Figure 1. Register map, names as in the netlist.
The bar under the picture is 10 um long.
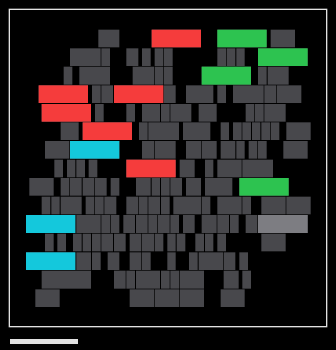
Figure 2. Signal wires on met3.
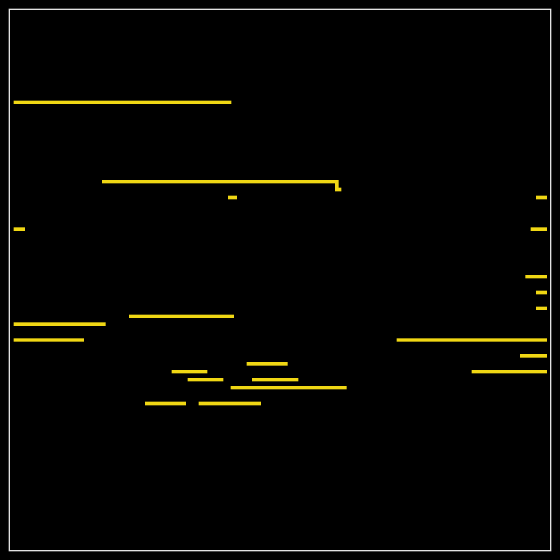
## config.mk

```make
export PLATFORM = sky130hd
export DESIGN_NAME = airlock_controller
export DESIGN_NICKNAME = d
export VERILOG_FILES = /design/src/rtl/airlock_controller.sv
export SDC_FILE = /design/constraint.sdc
export NUM_CORES = 1
export LEC_CHECK = 0
export ABC_AREA = 1
export CORE_MARGIN = 2
export CORE_UTILIZATION = 54
export CTS_CLUSTER_SIZE = 14
export DETAILED_ROUTE_END_ITERATION = 8
export PLACE_DENSITY = 0.83
export SYNTH_ARGS = -nofsm -noshare
export SYNTH_HDL_FRONTEND = slang
export SYNTH_SLANG_ARGS = --single-unit
export TNS_END_PERCENT = 30
```

## constraint.sdc

```tcl
create_clock -name clock_i -period 3.01 [get_ports clock_i]
set_clock_uncertainty 0.15 [all_clocks]
set_input_delay 0.602 -clock clock_i [delete_from_list [all_inputs] [get_ports clock_i]]
set_output_delay 0.602 -clock clock_i [all_outputs]
set_load 0.02 [all_outputs]
```

## src/rtl/airlock_controller.sv

```systemverilog
// airlock_controller: single-FSM airlock interlock driving both doors and chamber pressure.
// Ports:
//   clock_i, reset_i        rising-edge clock and synchronous active-high reset
//   outer_req_i/inner_req_i level door-open requests
//   press_req_i/evac_req_i  one-cycle pressurise / evacuate commands
//   outer_open_o/inner_open_o door drives (never both high)
//   pressurized_o/evacuated_o chamber at rest at full pressure / vacuum
//   busy_o                  transit (evacuation or pressurisation) in progress
//   seconds_o               whole seconds elapsed in the current transit
//   reject_o                one-cycle pulse when a press/evac command is refused
//   state_o                 FSM state code for debug
// Optional macro AIRLOCK_HEX_EN adds hex_secs_o (active-low 7-seg of seconds,
// blank when idle) and hex_dir_o ("E"/"P" during evacuate/pressurise, else blank).
module airlock_controller #(
    parameter int TICK_DIV   = 50,
    parameter int PRESS_SECS = 5,
    parameter int EVAC_SECS  = 8,
    parameter int CNT_W      = 4
) (
    input  logic             clock_i,
    input  logic             reset_i,
    input  logic             outer_req_i,
    input  logic             inner_req_i,
    input  logic             press_req_i,
    input  logic             evac_req_i,
    output logic             outer_open_o,
    output logic             inner_open_o,
    output logic             pressurized_o,
    output logic             evacuated_o,
    output logic             busy_o,
    output logic [CNT_W-1:0] seconds_o,
    output logic             reject_o,
`ifdef AIRLOCK_HEX_EN
    output logic [6:0]       hex_secs_o,
    output logic [6:0]       hex_dir_o,
`endif
    output logic [2:0]       state_o
);
    localparam int PW = (TICK_DIV > 2) ? $clog2(TICK_DIV) : 1;
    localparam logic [PW-1:0] PRESC_LAST = PW'(TICK_DIV - 1);
    localparam logic [CNT_W-1:0] EVAC_LAST = CNT_W'(EVAC_SECS - 1);
    localparam logic [CNT_W-1:0] PRESS_LAST = CNT_W'(PRESS_SECS - 1);

    typedef enum logic [2:0] {
        PRESSED      = 3'd0,
        INNER_OPEN   = 3'd1,
        EVACUATING   = 3'd2,
        EVACUATED    = 3'd3,
        OUTER_OPEN   = 3'd4,
        PRESSURIZING = 3'd5
    } state_e;

    state_e           state_q, state_d;
    logic [PW-1:0]    presc_q, presc_d;
    logic [CNT_W-1:0] secs_q, secs_d;
    logic             rej_q, rej_d;
    logic             both, tick;

    // Simultaneous press and evac is always refused and never moves the FSM.
    assign both = press_req_i & evac_req_i;
    assign tick = presc_q == PRESC_LAST;

    always_comb begin
        state_d = state_q;
        presc_d = '0;
        secs_d  = '0;
        rej_d   = 1'b0;
        case (state_q)
            PRESSED: begin
                rej_d = press_req_i | (evac_req_i & (inner_req_i | outer_req_i));
                if (!both)
                    state_d = inner_req_i ? INNER_OPEN :
                              (evac_req_i && !outer_req_i) ? EVACUATING : PRESSED;
            end
            INNER_OPEN: begin
                rej_d = press_req_i | evac_req_i;
                if (!both && !inner_req_i) state_d = PRESSED;
            end
            EVACUATED: begin
                rej_d = evac_req_i | (press_req_i & (inner_req_i | outer_req_i));
                if (!both)
                    state_d = outer_req_i ? OUTER_OPEN :
                              (press_req_i && !inner_req_i) ? PRESSURIZING : EVACUATED;
            end
            OUTER_OPEN: begin
                rej_d = press_req_i | evac_req_i;
                if (!both && !outer_req_i) state_d = EVACUATED;
            end
            EVACUATING: begin
                rej_d = evac_req_i;
                // An abort leaves presc_d/secs_d at their zero defaults so the new transit restarts.
                if (press_req_i && !evac_req_i) state_d = PRESSURIZING;
                else if (tick && secs_q == EVAC_LAST) state_d = EVACUATED;
                else begin
                    presc_d = tick ? '0 : presc_q + PW'(1);
                    secs_d  = secs_q + CNT_W'(tick);
                end
            end
            PRESSURIZING: begin
                rej_d = press_req_i;
                if (evac_req_i && !press_req_i) state_d = EVACUATING;
                else if (tick && secs_q == PRESS_LAST) state_d = PRESSED;
                else begin
                    presc_d = tick ? '0 : presc_q + PW'(1);
                    secs_d  = secs_q + CNT_W'(tick);
                end
            end
            default: state_d = PRESSED;
        endcase
    end

    always_ff @(posedge clock_i) begin
        if (reset_i) begin
            state_q <= PRESSED;
            presc_q <= '0;
            secs_q  <= '0;
            rej_q   <= 1'b0;
        end else begin
            state_q <= state_d;
            presc_q <= presc_d;
            secs_q  <= secs_d;
            rej_q   <= rej_d;
        end
    end

    assign state_o       = state_q;
    assign outer_open_o  = state_q == OUTER_OPEN;
    assign inner_open_o  = state_q == INNER_OPEN;
    assign pressurized_o = state_q == PRESSED || state_q == INNER_OPEN;
    assign evacuated_o   = state_q == EVACUATED || state_q == OUTER_OPEN;
    assign busy_o        = state_q == EVACUATING || state_q == PRESSURIZING;
    assign seconds_o     = secs_q;
    assign reject_o      = rej_q;

`ifdef AIRLOCK_HEX_EN
    logic [6:0] hex_secs_q, hex_dir_q;

    // Segment order {g,f,e,d,c,b,a}, a 0 lights the segment.
    function automatic logic [6:0] seg(input logic [3:0] v);
        case (v)
            4'h0: seg = 7'h40;
            4'h1: seg = 7'h79;
            4'h2: seg = 7'h24;
            4'h3: seg = 7'h30;
            4'h4: seg = 7'h19;
            4'h5: seg = 7'h12;
            4'h6: seg = 7'h02;
            4'h7: seg = 7'h78;
            4'h8: seg = 7'h00;
            4'h9: seg = 7'h10;
            4'hA: seg = 7'h08;
            4'hB: seg = 7'h03;
            4'hC: seg = 7'h46;
            4'hD: seg = 7'h21;
            4'hE: seg = 7'h06;
            default: seg = 7'h0E;
        endcase
    endfunction

    always_ff @(posedge clock_i) begin
        if (reset_i) begin
            hex_secs_q <= 7'h7F;
            hex_dir_q  <= 7'h7F;
        end else begin
            hex_secs_q <= (state_d == EVACUATING || state_d == PRESSURIZING) ? seg(4'(secs_d)) : 7'h7F;
            hex_dir_q  <= state_d == EVACUATING ? 7'h06 : state_d == PRESSURIZING ? 7'h0C : 7'h7F;
        end
    end

    assign hex_secs_o = hex_secs_q;
    assign hex_dir_o  = hex_dir_q;
`endif
endmodule

```

==> Slide: Implementation Results <==
Flow Results at a Glance

Status
  • Result of the run: completed

Worst setup path
  • Worst R2R End: seconds_o[2]$_SDFF_PP0_
  • Worst setup path end: pressurized_o
  • Critical Path End Type: primary output
  • Required time at the endpoint of the critical path: between 2000 and 2500 ps
  • Crit path max-delay family: buffers and inverters
  • Class of the most critical setup path: flip-flop to primary output
  • Length in cells of the worst reg-to-reg path: 8
  • Critical Path Source: state_o[0]$_SDFFE_PP0P_
  • Crit path arrival time: approximately 1800 ps

Synthesis
  • Fraction of registers with async set or reset after synthesis: 0
  • Synthesized netlist cell count: ~140
  • MUX area fraction: 0
  • Summed instance area of the synthesized netlist: approximately 970 um2
  • Commonest cells in the synthesized netlist: sky130_fd_sc_hd__nor2_1, sky130_fd_sc_hd__nand2_1, sky130_fd_sc_hd__inv_1
  • Adder and majority gate portion of the synthesized area: 0.0517
  • Max-area cell share: 0.289
  • XOR/XNOR Fraction of Synth Area: 0.0452
  • Synth warnings: 0
  • Number of standard cells reported by yosys: around 140
  • #FFs+latches synth: 14
  • Yosys chip area: 968 um2

Final layout
  • Signed area change from the synthesized netlist to the final layout: 21.1%
  • Largest register FFs: 6
  • Post-route standard cell area excluding fillers: 1170 um2
  • Nets: between 150 and 200
  • Register with the most flip-flops: presc_q
  • Most common library cell in the layout ignoring fill and taps: sky130_fd_sc_hd__nor2_1

Floorplanning
  • Area inside the core boundary: 1710 um2
  • Chip height: roughly 46 um
  • Floorplan Utilization: 0.567
  • Boundary Pins: 19
  • Total number of placement rows: 15
  • Chip area: 2150 um2

Power
  • VDD IR-drop max: 0.521 mV
  • Total power after layout: about 0.00082 W

GRT
  • Number of antenna violations at the first check in global routing: 0
  • Congestion Overflow GR: 0
  • Overall routing resource usage: 0.198

Worst hold path
  • Class of the most critical hold timing path: flip-flop to flip-flop
  • Hold Path Cell Cnt: 1

Clock tree
  • CTS resizes: 0
  • Clock transition at the registers of the reported paths: about 70 ps
  • Buffers inserted by post-CTS timing repair: 0
  • Clk_lat worst skew: about 270 ps
  • Number of buffers on the longest clock path: 2
  • Clock tree from TritonCTS: built
  • Cell at the root of the clock tree: sky130_fd_sc_hd__clkbuf_4
  • Clk sinks: 14
  • CTS Hold Buffers Added: 0
  • Number of buffers inserted during clock tree synthesis: 3

Timing
  • Final count of negative-setup-slack endpoints: 0
  • Unrepaired setup endpoints after global routing: false
  • Final hold violation count: 0
  • Fmax: 0.391 GHz
  • Transition time of the tightest slew-check pin: approximately 460 ps
  • Worst hold slack: between 300 and 400 ps
  • Tcrit/Tclk final: 0.850
  • Slew HR: 0.696

Detailed routing
  • WL per Instance: 9.82 um
  • Average vias per placed instance: between 4 and 5

Place
  • Global placement routability congestion: ~0.88
  • Placement Cell Area: between 1000 and 1500 um2
  • DPL Wire Length: roughly 1500 um
  • Post-placement worst setup slack: 748 ps
  • Number of buffers inserted by port buffering: 18

Job
  • Max Cap Viol: 0
Back to the opening pictures, Figure 1:
colour	netlist name	sequential cells
red	presc_q	6
green	seconds_o	4
cyan	state_o	3
not coloured	1
post-layout utilization of the core: 0.686
Register Area: 280 um2
sequential power: 0.000262 W
sequential share of cell area: 0.239

Back to the opening pictures, Figure 2:
main direction	horizontal
longest straight run	20.0 um
nets with wire on the layer	20
share of all routed wire	6.5%

routing by layer:
layer / track usage / share of wire / vias to the layer above
li1: - / - / 476
met1: 0.259 / 0.46 / 396
met2: 0.325 / 0.47 / 33
met3: 0.0667 / 0.065 / 2
met4: 0.0171 / 0.0044 / 0
met5: 0 / 0 / -
per-stage QoR:
stage,util,instances
detailed placement,0.673,181
global route,0.686,184
finish,0.686,184
global placement,0.673,181
floorplan,-,141
CTS,0.686,184
final cells by class:
type                    count  area (um2)
clock buffers               3        22.5
well taps                  25        31.3
repair buffers             18         180
flip-flops and latches     14         280
fillers                   154         536
multi-input cells         103         574
inverters                  21        83.8
power by group:
group	total (W)	switching [W]	internal [W]	leakage [nW]
combinational	0.000454	0.000262	0.000192	0.390
sequential	0.000262	0.0000545	0.000207	0.114
clock	0.000102	0.0000557	0.0000463	0.0138
Power is estimated from default activity; no workload was simulated.
